==> images/m1.png <==
The bar under the picture is 20 um long. Cells faint in the background.
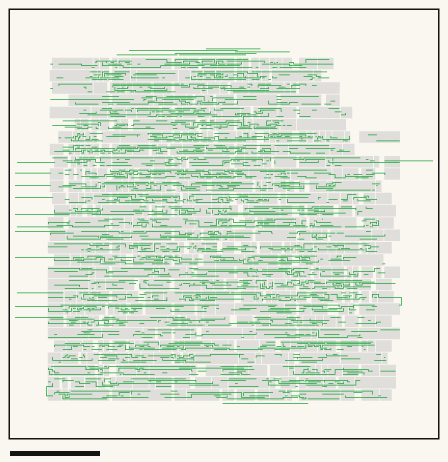
==> images/m2.png <==
The bar under the picture is 20 um long. Cells faint in the background.
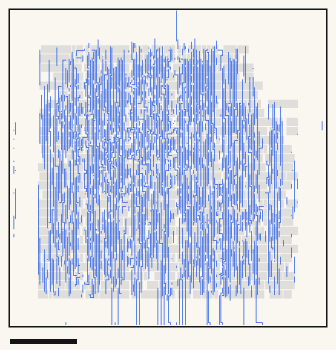
==> images/m3.png <==
The bar under the picture is 20 um long. Cells faint in the background.
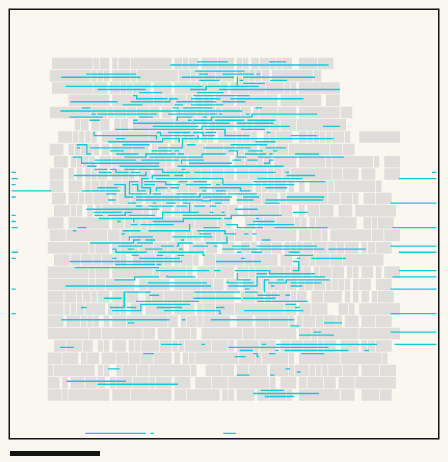
==> images/m4.png <==
The bar under the picture is 20 um long.
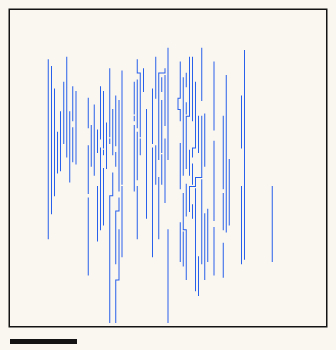
**config.mk**
```make
export PLATFORM = sky130hd
export DESIGN_NAME = even_parity_checker_sync
export DESIGN_NICKNAME = d
export VERILOG_FILES = /design/src/rtl/even_parity_checker_sync.sv
export SDC_FILE = /design/constraint.sdc
export NUM_CORES = 1
export LEC_CHECK = 0
export ABC_AREA = 1
export CAP_MARGIN = 10
export CORE_MARGIN = 8
export CORE_UTILIZATION = 55
export CTS_CLUSTER_DIAMETER = 200
export DETAILED_ROUTE_END_ITERATION = 8
export HOLD_SLACK_MARGIN = 0.06
export PLACE_DENSITY = 0.83
export SETUP_SLACK_MARGIN = 0.1
export SYNTH_ARGS = -nofsm -noshare
export SYNTH_HDL_FRONTEND = slang
export SYNTH_SLANG_ARGS = --single-unit
```
**constraint.sdc**
```tcl
create_clock -name clk -period 2.03 [get_ports clk]
set_input_delay 0.5075 -clock clk [delete_from_list [all_inputs] [get_ports clk]]
set_output_delay 0.5075 -clock clk [all_outputs]
set_load 0.005 [all_outputs]
```
**src/rtl/even_parity_checker_sync.sv**
```systemverilog
// Registered even-parity checker for one DATA_W-bit word plus a received parity bit.
// Keeps saturating word/error counters, a sticky error flag and a consecutive-error alarm.
module even_parity_checker_sync #(
    parameter int unsigned DATA_W       = 4,
    parameter int unsigned CNT_W        = 16,
    parameter int unsigned ALARM_THRESH = 3
) (
    input  logic              clk,
    input  logic              rst,
    input  logic              valid_in,
    input  logic [DATA_W-1:0] data_in,
    input  logic              parity_in,
    input  logic              clear,
    output logic              valid_out,
    output logic              error,
    output logic              sticky_error,
    output logic [CNT_W-1:0]  err_count,
    output logic [CNT_W-1:0]  word_count,
    output logic              alarm
);

    localparam logic [CNT_W-1:0] CntMax    = {CNT_W{1'b1}};
    localparam logic [CNT_W-1:0] AlarmThr  = CNT_W'(ALARM_THRESH);

    logic             valid_q, valid_d;
    logic             error_q, error_d;
    logic             sticky_q, sticky_d;
    logic             alarm_q, alarm_d;
    logic [CNT_W-1:0] word_q, word_d;
    logic [CNT_W-1:0] err_q, err_d;
    logic [CNT_W-1:0] run_q, run_d;

    // Odd number of ones across data and parity means the word is bad.
    logic mismatch;
    assign mismatch = (^data_in) ^ parity_in;

    // Counter values after an optional clear, before this edge's word is counted.
    logic [CNT_W-1:0] word_base, err_base, run_base;
    logic             sticky_base;

    function automatic logic [CNT_W-1:0] sat_inc(input logic [CNT_W-1:0] x);
        return (x == CntMax) ? x : x + 1'b1;
    endfunction

    // Next-state: clear first, then fold in the accepted word so clear+valid restarts from it.
    always_comb begin
        valid_d     = 1'b0;
        error_d     = error_q;
        word_base   = clear ? '0 : word_q;
        err_base    = clear ? '0 : err_q;
        run_base    = clear ? '0 : run_q;
        sticky_base = clear ? 1'b0 : sticky_q;
        word_d      = word_base;
        err_d       = err_base;
        run_d       = run_base;
        sticky_d    = sticky_base;
        if (valid_in) begin
            valid_d  = 1'b1;
            error_d  = mismatch;
            word_d   = sat_inc(word_base);
            err_d    = mismatch ? sat_inc(err_base) : err_base;
            run_d    = mismatch ? sat_inc(run_base) : '0;
            sticky_d = sticky_base | mismatch;
        end
        alarm_d = (run_d >= AlarmThr);
    end

    // State registers; asynchronous reset clears everything.
    always_ff @(posedge clk or posedge rst) begin
        if (rst) begin
            valid_q  <= 1'b0;
            error_q  <= 1'b0;
            sticky_q <= 1'b0;
            alarm_q  <= 1'b0;
            word_q   <= '0;
            err_q    <= '0;
            run_q    <= '0;
        end else begin
            valid_q  <= valid_d;
            error_q  <= error_d;
            sticky_q <= sticky_d;
            alarm_q  <= alarm_d;
            word_q   <= word_d;
            err_q    <= err_d;
            run_q    <= run_d;
        end
    end

    assign valid_out    = valid_q;
    assign error        = error_q;
    assign sticky_error = sticky_q;
    assign err_count    = err_q;
    assign word_count   = word_q;
    assign alarm        = alarm_q;

endmodule

```
==> results.rst <==
Flow metrics
------------

.. list-table::
   :header-rows: 1

   * - Metric
     - Value
   * - Hold bufs inserted after CTS
     - 0
   * - Top Usage Layer GRT
     - met2
   * - Required time reported for the critical path endpoint
     - 2220 ps
   * - Most used standard cell by instance count after synthesis
     - nand2_1
   * - Number of enable-type register cells in the synthesized netlist
     - 0
   * - Cells after DPL
     - 671
   * - Worst setup timing slack at the placement stage
     - -744 ps
   * - Cell taking the most area after synthesis
     - dfrtp_1
   * - Most common logic cell in the routed design
     - buf_4
   * - Failing checks
     - DRC, setup timing
   * - Syn_nets
     - 482
   * - Commonest cells post-synth
     - 116 x nand2_1, 72 x inv_1, 62 x nor2_1, 57 x nand3_1, 52 x dfrtp_1
   * - Crit path to
     - err_count[0]
   * - Port buffer count
     - 44
   * - Reg2reg path depth
     - 11
   * - Run status
     - complete, but fails checks
   * - Placement row count
     - 28
   * - Post-layout worst setup margin
     - -395 ps
   * - 1st-iter DRT viols
     - 651
   * - Final count of negative-setup-slack endpoints
     - 23
   * - Die Wd
     - 94.8 um
   * - Clock tree from TritonCTS
     - yes
   * - Worst setup slack for register-to-register paths
     - -390 ps
   * - Placeable core region
     - 5960 sq um
   * - GR Util met1
     - 0.325
   * - Post-route DRC
     - 1
   * - I/O pin cnt
     - 45
   * - CP Data Arrival Time
     - 2610 ps
   * - Post-route cell area
     - 5310 sq um
## Picture notes: m1.png
591 nets have wire on it. The wires run mostly horizontal. The layer holds 32% of the routed length.

## Picture notes: m2.png
The longest straight run is 43.0 um. The layer holds 43% of the routed length. 584 nets have wire on it. The layer carries 6760 um of wire.
met2 usage: 0.484
vias after detailed routing: 4408
DRT Wirelength: 15.9 mm

## Picture notes: m3.png
The longest straight run is 40.0 um. 197 nets have wire on it. The wires run mostly horizontal.
GR Util met3: 0.0627

## Picture notes: m4.png
The longest straight run is 62.6 um. The layer holds 11% of the routed length. 87 nets have wire on it.

stage by stage:
| step | setup TNS (ps) | power, uW |
|---|---|---|
| final | -5530 | 2460 |
| after global routing | -7080 | 2520 |
| after CTS | 0 | 2340 |
| after detailed placement | -27270 | 1450 |
| after global placement | -23550 | 1440 |
| after floorplan | -9630 | 1280 |
state kept, by name, summed over array words and instances, names as in the netlist:
signal / count
alarm: 1
error: 1
valid_out: 1
run_q: 16
sticky_error: 1
err_count: 16
word_count: 16
report_power, final:
part	switching (uW)	internal [uW]	leakage (uW)
registers	37.1	1060	0.000710
clock network	412	497	0.0000687
logic	270	183	0.00189
critical path, stage by stage (launching register included):
cell and delay [ps]:
dfrtp_1 530, inv_2 90, nor2_4 180, ha_4 200, nand2_4 60, nor3_4 210
nand2_2 110, nor2_4 150, nand3_4 100, o21ai_4 220, buf_4 170, xnor2_1 250
cell type report:
type | count | area, sq um | area share
clock buffer | 5 | 68.8 | 0.0130
clock inverter | 3 | 68.8 | 0.0130
inverter | 75 | 304 | 0.0573
multi-input combinational | 333 | 2140 | 0.403
sequential | 52 | 1300 | 0.245
tap | 75 | 93.8 | 0.0177
timing repair buffer | 156 | 1330 | 0.251
cells by family (layout without fill, tap and decap cells):
group                    count (synthesis)  after routing  synth area share
buffers and inverters                   86            239             0.109
XOR/XNOR                                35             35            0.0898
flip-flops                              52             52             0.381
AND/OR/NAND/NOR                        286            287             0.392
AND-OR/OR-AND                            8              8            0.0169
adder cells (fa/ha/maj)                  3              3            0.0110
how the worst min path moves through the flow:
stage	startpoint	to	slack (ps)
after CTS	rst	err_count[4]	470
after global placement	sticky_error	sticky_error	470
after floorplan	sticky_error	sticky_error	470
after detailed placement	error	error	480
final	rst	err_count[8]	470
after global routing	rst	err_count[4]	490
No activity file was given, so power comes from the tool's default toggle rates.
